## config.mk

```make
export PLATFORM = sky130hd
export DESIGN_NAME = matrix_loader
export DESIGN_NICKNAME = d
export VERILOG_FILES = /design/src/rtl/loader_pkg.sv /design/src/rtl/matrix_loader.sv
export SDC_FILE = /design/constraint.sdc
export NUM_CORES = 1
export LEC_CHECK = 0
export ABC_AREA = 1
export CAP_MARGIN = 20
export CORE_AREA = 2 2 187 189
export CTS_CLUSTER_SIZE = 20
export DETAILED_ROUTE_END_ITERATION = 8
export DIE_AREA = 0 0 189 191
export GPL_ROUTABILITY_DRIVEN = 0
export PLACE_DENSITY = 0.45
export SYNTH_ARGS = -nofsm -noshare
export SYNTH_HDL_FRONTEND = slang
export SYNTH_SLANG_ARGS = --single-unit
export TNS_END_PERCENT = 30
```

## constraint.sdc

```tcl
create_clock -name clk -period 3.45 [get_ports clk]
set_input_delay 0.69 -clock clk [delete_from_list [all_inputs] [get_ports clk]]
set_output_delay 0.69 -clock clk [all_outputs]
set_load 0.05 [all_outputs]
```

## src/rtl/loader_pkg.sv

```systemverilog
// Shared types and constants for matrix_loader: FSM states, frame geometry and the
// byte-index-to-port mapping. LOADER_CHECKSUM_EN adds the CHECK state and a 26th byte.
package loader_pkg;

    localparam int unsigned NUM_INPUT  = 16;
    localparam int unsigned NUM_FILTER = 9;
    localparam int unsigned FRAME_LEN  = NUM_INPUT + NUM_FILTER;

    // Row-major placement: a-matrix 4x4 from byte 0, b-matrix 3x3 from byte 16.
    localparam int unsigned A_BASE = 0;
    localparam int unsigned A_COLS = 4;
    localparam int unsigned B_BASE = NUM_INPUT;
    localparam int unsigned B_COLS = 3;

`ifdef LOADER_CHECKSUM_EN
    localparam int unsigned LAST_IDX = FRAME_LEN;
    typedef enum logic [1:0] {
        StLoad     = 2'd0,
        StCheck    = 2'd1,
        StIssue    = 2'd2,
        StWaitDone = 2'd3
    } state_e;
`else
    localparam int unsigned LAST_IDX = FRAME_LEN - 1;
    typedef enum logic [1:0] {
        StLoad     = 2'd0,
        StIssue    = 2'd2,
        StWaitDone = 2'd3
    } state_e;
`endif

    // Row and column are 1-based to match the port names.
    function automatic int unsigned a_idx(input int unsigned row, input int unsigned col);
        return A_BASE + (row - 1) * A_COLS + (col - 1);
    endfunction

    function automatic int unsigned b_idx(input int unsigned row, input int unsigned col);
        return B_BASE + (row - 1) * B_COLS + (col - 1);
    endfunction

endpackage

```

## src/rtl/matrix_loader.sv

```systemverilog
// Streams a 4x4 input matrix and 3x3 filter into registers, strobes a capture and waits
// for its acknowledge with a timeout. Define LOADER_CHECKSUM_EN for a trailing checksum byte.
module matrix_loader
    import loader_pkg::*;
#(
    parameter int unsigned WAIT_TIMEOUT = 255
) (
    input  logic       clk,
    input  logic       reset,
    input  logic [7:0] data_i,
    input  logic       valid_i,
    output logic       ready_o,
    output logic [7:0] a11_o, a12_o, a13_o, a14_o,
    output logic [7:0] a21_o, a22_o, a23_o, a24_o,
    output logic [7:0] a31_o, a32_o, a33_o, a34_o,
    output logic [7:0] a41_o, a42_o, a43_o, a44_o,
    output logic [7:0] b11_o, b12_o, b13_o,
    output logic [7:0] b21_o, b22_o, b23_o,
    output logic [7:0] b31_o, b32_o, b33_o,
    output logic       run_valid_o,
    input  logic       done_capture_i,
    output logic       busy_o,
    output logic       err_o
);

    state_e      state_q, state_d;
    logic [4:0]  byte_cnt_q, byte_cnt_d;
    logic [15:0] wait_cnt_q, wait_cnt_d;
    logic [7:0]  mem_q [FRAME_LEN];
    logic        accept, last_byte, store_byte, timeout_hit;

    assign ready_o     = (state_q == StLoad);
    assign busy_o      = ~ready_o;
    assign accept      = valid_i & ready_o;
    assign last_byte   = accept & (byte_cnt_q == 5'(LAST_IDX));
    assign store_byte  = accept & (byte_cnt_q < 5'(FRAME_LEN));
    assign timeout_hit = (wait_cnt_q == 16'(WAIT_TIMEOUT - 1));

`ifdef LOADER_CHECKSUM_EN
    logic [7:0] sum_q, chk_q;

    always_ff @(posedge clk) begin
        if (reset) begin
            sum_q <= '0;
            chk_q <= '0;
        end else begin
            if (state_q == StCheck) begin
                sum_q <= '0;
            end else if (store_byte) begin
                sum_q <= sum_q + data_i;
            end
            if (last_byte) begin
                chk_q <= data_i;
            end
        end
    end
`endif

    always_comb begin
        state_d     = state_q;
        run_valid_o = 1'b0;
        err_o       = 1'b0;
        byte_cnt_d  = byte_cnt_q;
        wait_cnt_d  = (state_q == StWaitDone) ? wait_cnt_q + 16'd1 : 16'd0;
        if (accept) begin
            byte_cnt_d = last_byte ? 5'd0 : byte_cnt_q + 5'd1;
        end
        unique case (state_q)
            StLoad: begin
                if (last_byte) begin
`ifdef LOADER_CHECKSUM_EN
                    state_d = StCheck;
`else
                    state_d = StIssue;
`endif
                end
            end
`ifdef LOADER_CHECKSUM_EN
            StCheck: begin
                if (sum_q == chk_q) begin
                    state_d = StIssue;
                end else begin
                    err_o   = 1'b1;
                    state_d = StLoad;
                end
            end
`endif
            StIssue: begin
                run_valid_o = 1'b1;
                state_d     = StWaitDone;
            end
            StWaitDone: begin
                // Acknowledge takes priority over a coincident timeout.
                if (done_capture_i) begin
                    state_d = StLoad;
                end else if (timeout_hit) begin
                    err_o   = 1'b1;
                    state_d = StLoad;
                end
            end
            default: state_d = StLoad;
        endcase
    end

    always_ff @(posedge clk) begin
        if (reset) begin
            state_q    <= StLoad;
            byte_cnt_q <= '0;
            wait_cnt_q <= '0;
            for (int i = 0; i < FRAME_LEN; i++) begin
                mem_q[i] <= '0;
            end
        end else begin
            state_q    <= state_d;
            byte_cnt_q <= byte_cnt_d;
            wait_cnt_q <= wait_cnt_d;
            if (store_byte) begin
                mem_q[byte_cnt_q] <= data_i;
            end
        end
    end

    assign a11_o = mem_q[a_idx(1, 1)];
    assign a12_o = mem_q[a_idx(1, 2)];
    assign a13_o = mem_q[a_idx(1, 3)];
    assign a14_o = mem_q[a_idx(1, 4)];
    assign a21_o = mem_q[a_idx(2, 1)];
    assign a22_o = mem_q[a_idx(2, 2)];
    assign a23_o = mem_q[a_idx(2, 3)];
    assign a24_o = mem_q[a_idx(2, 4)];
    assign a31_o = mem_q[a_idx(3, 1)];
    assign a32_o = mem_q[a_idx(3, 2)];
    assign a33_o = mem_q[a_idx(3, 3)];
    assign a34_o = mem_q[a_idx(3, 4)];
    assign a41_o = mem_q[a_idx(4, 1)];
    assign a42_o = mem_q[a_idx(4, 2)];
    assign a43_o = mem_q[a_idx(4, 3)];
    assign a44_o = mem_q[a_idx(4, 4)];
    assign b11_o = mem_q[b_idx(1, 1)];
    assign b12_o = mem_q[b_idx(1, 2)];
    assign b13_o = mem_q[b_idx(1, 3)];
    assign b21_o = mem_q[b_idx(2, 1)];
    assign b22_o = mem_q[b_idx(2, 2)];
    assign b23_o = mem_q[b_idx(2, 3)];
    assign b31_o = mem_q[b_idx(3, 1)];
    assign b32_o = mem_q[b_idx(3, 2)];
    assign b33_o = mem_q[b_idx(3, 3)];

endmodule

```

==> results_dict.tcl, run 1 <==
# place-and-route summary
set metrics [dict create \
    yosysTopAreaCell "edfxtp_1" \
    met3_usage_pct 2.497 \
    critical_path_buf_inv_count 3 \
    regArea_sq_mm 0.006466 \
    numCtsBuffers 27 \
    aoi_share_pct 1.262 \
    wl_met1_microns 10680 \
    post_route_cells_drive_above_1_share_pct 9.169 \
    cpPeakStageDelay_ns 0.83 \
    reg_top3 "mem_q (200), wait_cnt_q (16), byte_cnt_q (5)" \
    seq_share_pct 53.86 \
    fin_skew_ns 0.01305 \
    syn_avg_cell_area_sq_um 12.56 \
    antenna_found_initial 0 \
    comb.multi_input.count 387 \
    r2r-end "mem_q[0][3]$_SDFFCE_PN0P_" \
    dp.cells 1334 \
    cp.arrival_ns 2.34 \
    finalPower_w 0.006437 \
    cap_viol_max_count 0 \
    final-clk-cell-share_pct 6.952 \
    power.share.combinational_pct 10.8 \
    final.setup.tns_ns 0 \
    grt_use_met2_pct 23.22 \
    chipArea_sq_mm 0.03610 \
    fin_nets 926 \
    p_leak_nw 4.522 \
    die-width_microns 189 \
    ant_nets 0 \
    final-nonclk-buf-share_pct 18.80 \
    drt-initial-drc-count 483 \
    max_freq_mhz 329.9 \
    cts_sinks 223 \
    start_kind "flip-flop" \
    top_layer_used "met4" \
    layout.area.comb_sq_mm 0.001728 \
    synthesis.nets 689 \
    end_kind "output port" \
    hold_depth 1 \
    synthCells 671 \
    outcome "completed" \
    portBuffers 215 \
    edf_count 200 \
    ff2ff_path_depth 7 \
    wl_met2_microns 12430 \
    grt_max_degree 29 \
    slowest_stage "clkdlybuf4s50_1" \
    post_cts_buffers 0 \
]
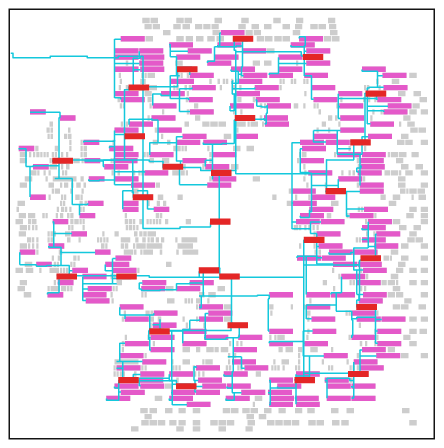
Run 1: clock wires, drivers and flops
[flip-flops] magenta | count: 223
[clock drivers] red | count: 27
[clock wires] cyan | length: 2,980 microns
flops lie	widely spread

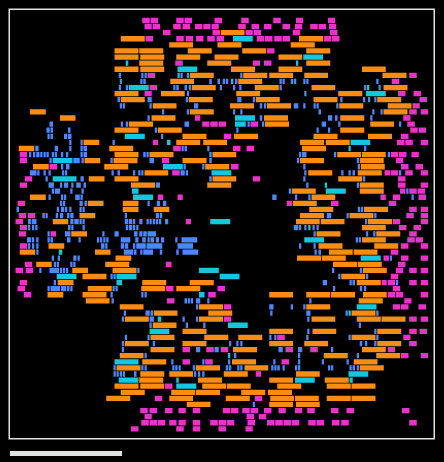
Run 1: placed cells, one colour a class
Scale bar: 50 microns.
class	colour	cells	share of their area
clock drivers and dummy loads	cyan	48	7.3%
remaining buffers and delay cells	magenta	229	20%
sequential cells	orange	223	57%
combinational and other logic	blue	427	16%

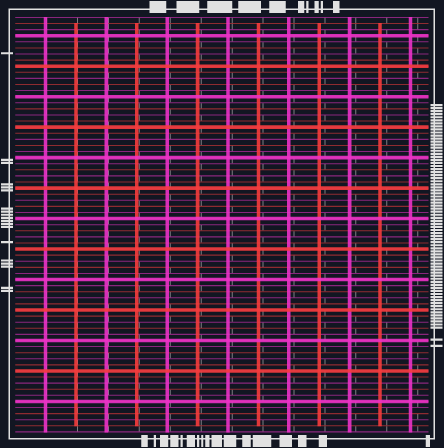
Run 1: supply network
Pins as bars on the die edge. Tap cells in grey.
net	colour
VSS	magenta
VDD	red
met5 straps	13
met4 straps	13
rows	68
signal pins	216
tap cells	455

==> run 2, diff against run 1 <==
--- a/config.mk
+++ b/config.mk
@@ -7,12 +7,13 @@
 export LEC_CHECK = 0
 export ABC_AREA = 1
 export CAP_MARGIN = 20
-export CORE_AREA = 2 2 187 189
+export CORE_AREA = 2 2 149 151
 export CTS_CLUSTER_SIZE = 20
 export DETAILED_ROUTE_END_ITERATION = 8
-export DIE_AREA = 0 0 189 191
+export DIE_AREA = 0 0 151 153
 export GPL_ROUTABILITY_DRIVEN = 0
-export PLACE_DENSITY = 0.45
+export PLACE_DENSITY = 0.65
+export SETUP_SLACK_MARGIN = 0.4
 export SYNTH_ARGS = -nofsm -noshare
 export SYNTH_HDL_FRONTEND = slang
 export SYNTH_SLANG_ARGS = --single-unit
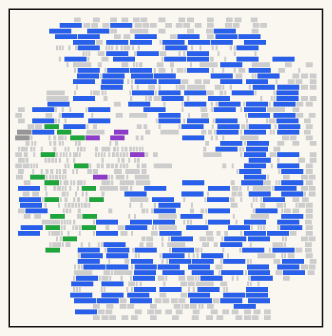
Run 2: sequential cells coloured by netlist name
Other sequential cells in the stronger grey, the rest of the logic in the fainter grey.
name in the netlist	colour	sequential cells
`byte_cnt_q`	purple	5
`mem_q`	blue	200
`wait_cnt_q`	green	16
not coloured	2

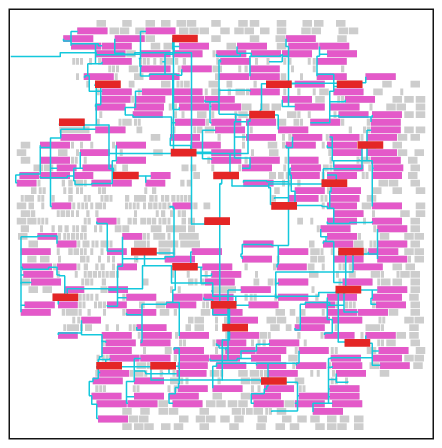
Run 2: clock wires, drivers and flops
[clock drivers] red | count: 24
[flip-flops] magenta | count: 223
[clock wires] cyan | length: 2,480 microns
routed clock nets	25
flops lie	widely spread

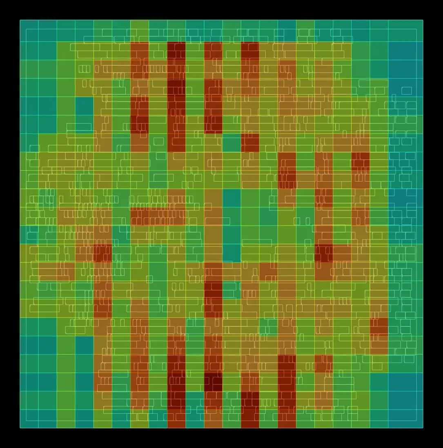
Run 2: routing congestion
M3 GR Usage: 3.373%
GRT Util Overall: 18.58%
gr busiest metal: met2
DR WL/cell: 18.02 microns

==> run 2 against run 1 <==
Compared with the run above: sequential power about the same; non-clock buffer count increased by 2; core utilization increased by 19 points; worst setup slack improved by 0.29 ns; clock skew decreased by 0.0058 ns; sequential share of layout area increased by 1.4 points; largest power group unchanged; via count increased by 0.21%; cell count decreased by 13%; synthesized cell count unchanged.
==> results_dict.tcl, run 2 <==
# place-and-route summary
set metrics [dict create \
    outcome "completed" \
    hold_depth 1 \
    p_int_w 0.004608 \
    cts_sinks 223 \
    regArea_sq_mm 0.006466 \
    post_route_cells_drive_above_1_share_pct 8.442 \
    post_cts_buffers 0 \
    die-width_microns 151 \
    grt_use_met2_pct 30.63 \
    syn_avg_cell_area_sq_um 12.56 \
    start_kind "flip-flop" \
    ff2ff_path_depth 6 \
    ant_nets 0 \
    drt-initial-drc-count 410 \
    final-nonclk-buf-share_pct 19.48 \
    final.setup.tns_ns 0 \
    portBuffers 215 \
    reg_top3 "mem_q (200), wait_cnt_q (16), byte_cnt_q (5)" \
    cp.arrival_ns 2.06 \
    seq_share_pct 55.29 \
    cap_viol_max_count 0 \
    critical_path_buf_inv_count 3 \
    synthesis.nets 689 \
    edf_count 200 \
    top_layer_used "met4" \
    antenna_found_initial 0 \
    comb.multi_input.count 387 \
    routed-via-count 5744 \
    chipArea_sq_mm 0.02310 \
    grtUsageMet1_pct 24.50 \
    dp.cells 1160 \
    fin_skew_ns 0.007220 \
    grt_pass1_vias 5514 \
    met3WireLength_microns 1602 \
    slowest_stage "dlygate4sd2_1" \
    fin_nets 925 \
    cpPeakStageDelay_ns 0.55 \
    synthXorXnorAreaFrac_pct 0.2079 \
    finalPower_w 0.006113 \
    clock_buffers 36 \
    power.share.combinational_pct 11.2 \
    yosysTopAreaCell "edfxtp_1" \
    r2r-end "mem_q[24][3]$_SDFFCE_PN0P_" \
    numCtsBuffers 24 \
    p_leak_nw 4.485 \
    grt_max_degree 26 \
    layout.area.comb_sq_mm 0.001728 \
    aoi_share_pct 1.262 \
]
Power and IR drop assume default switching activity.
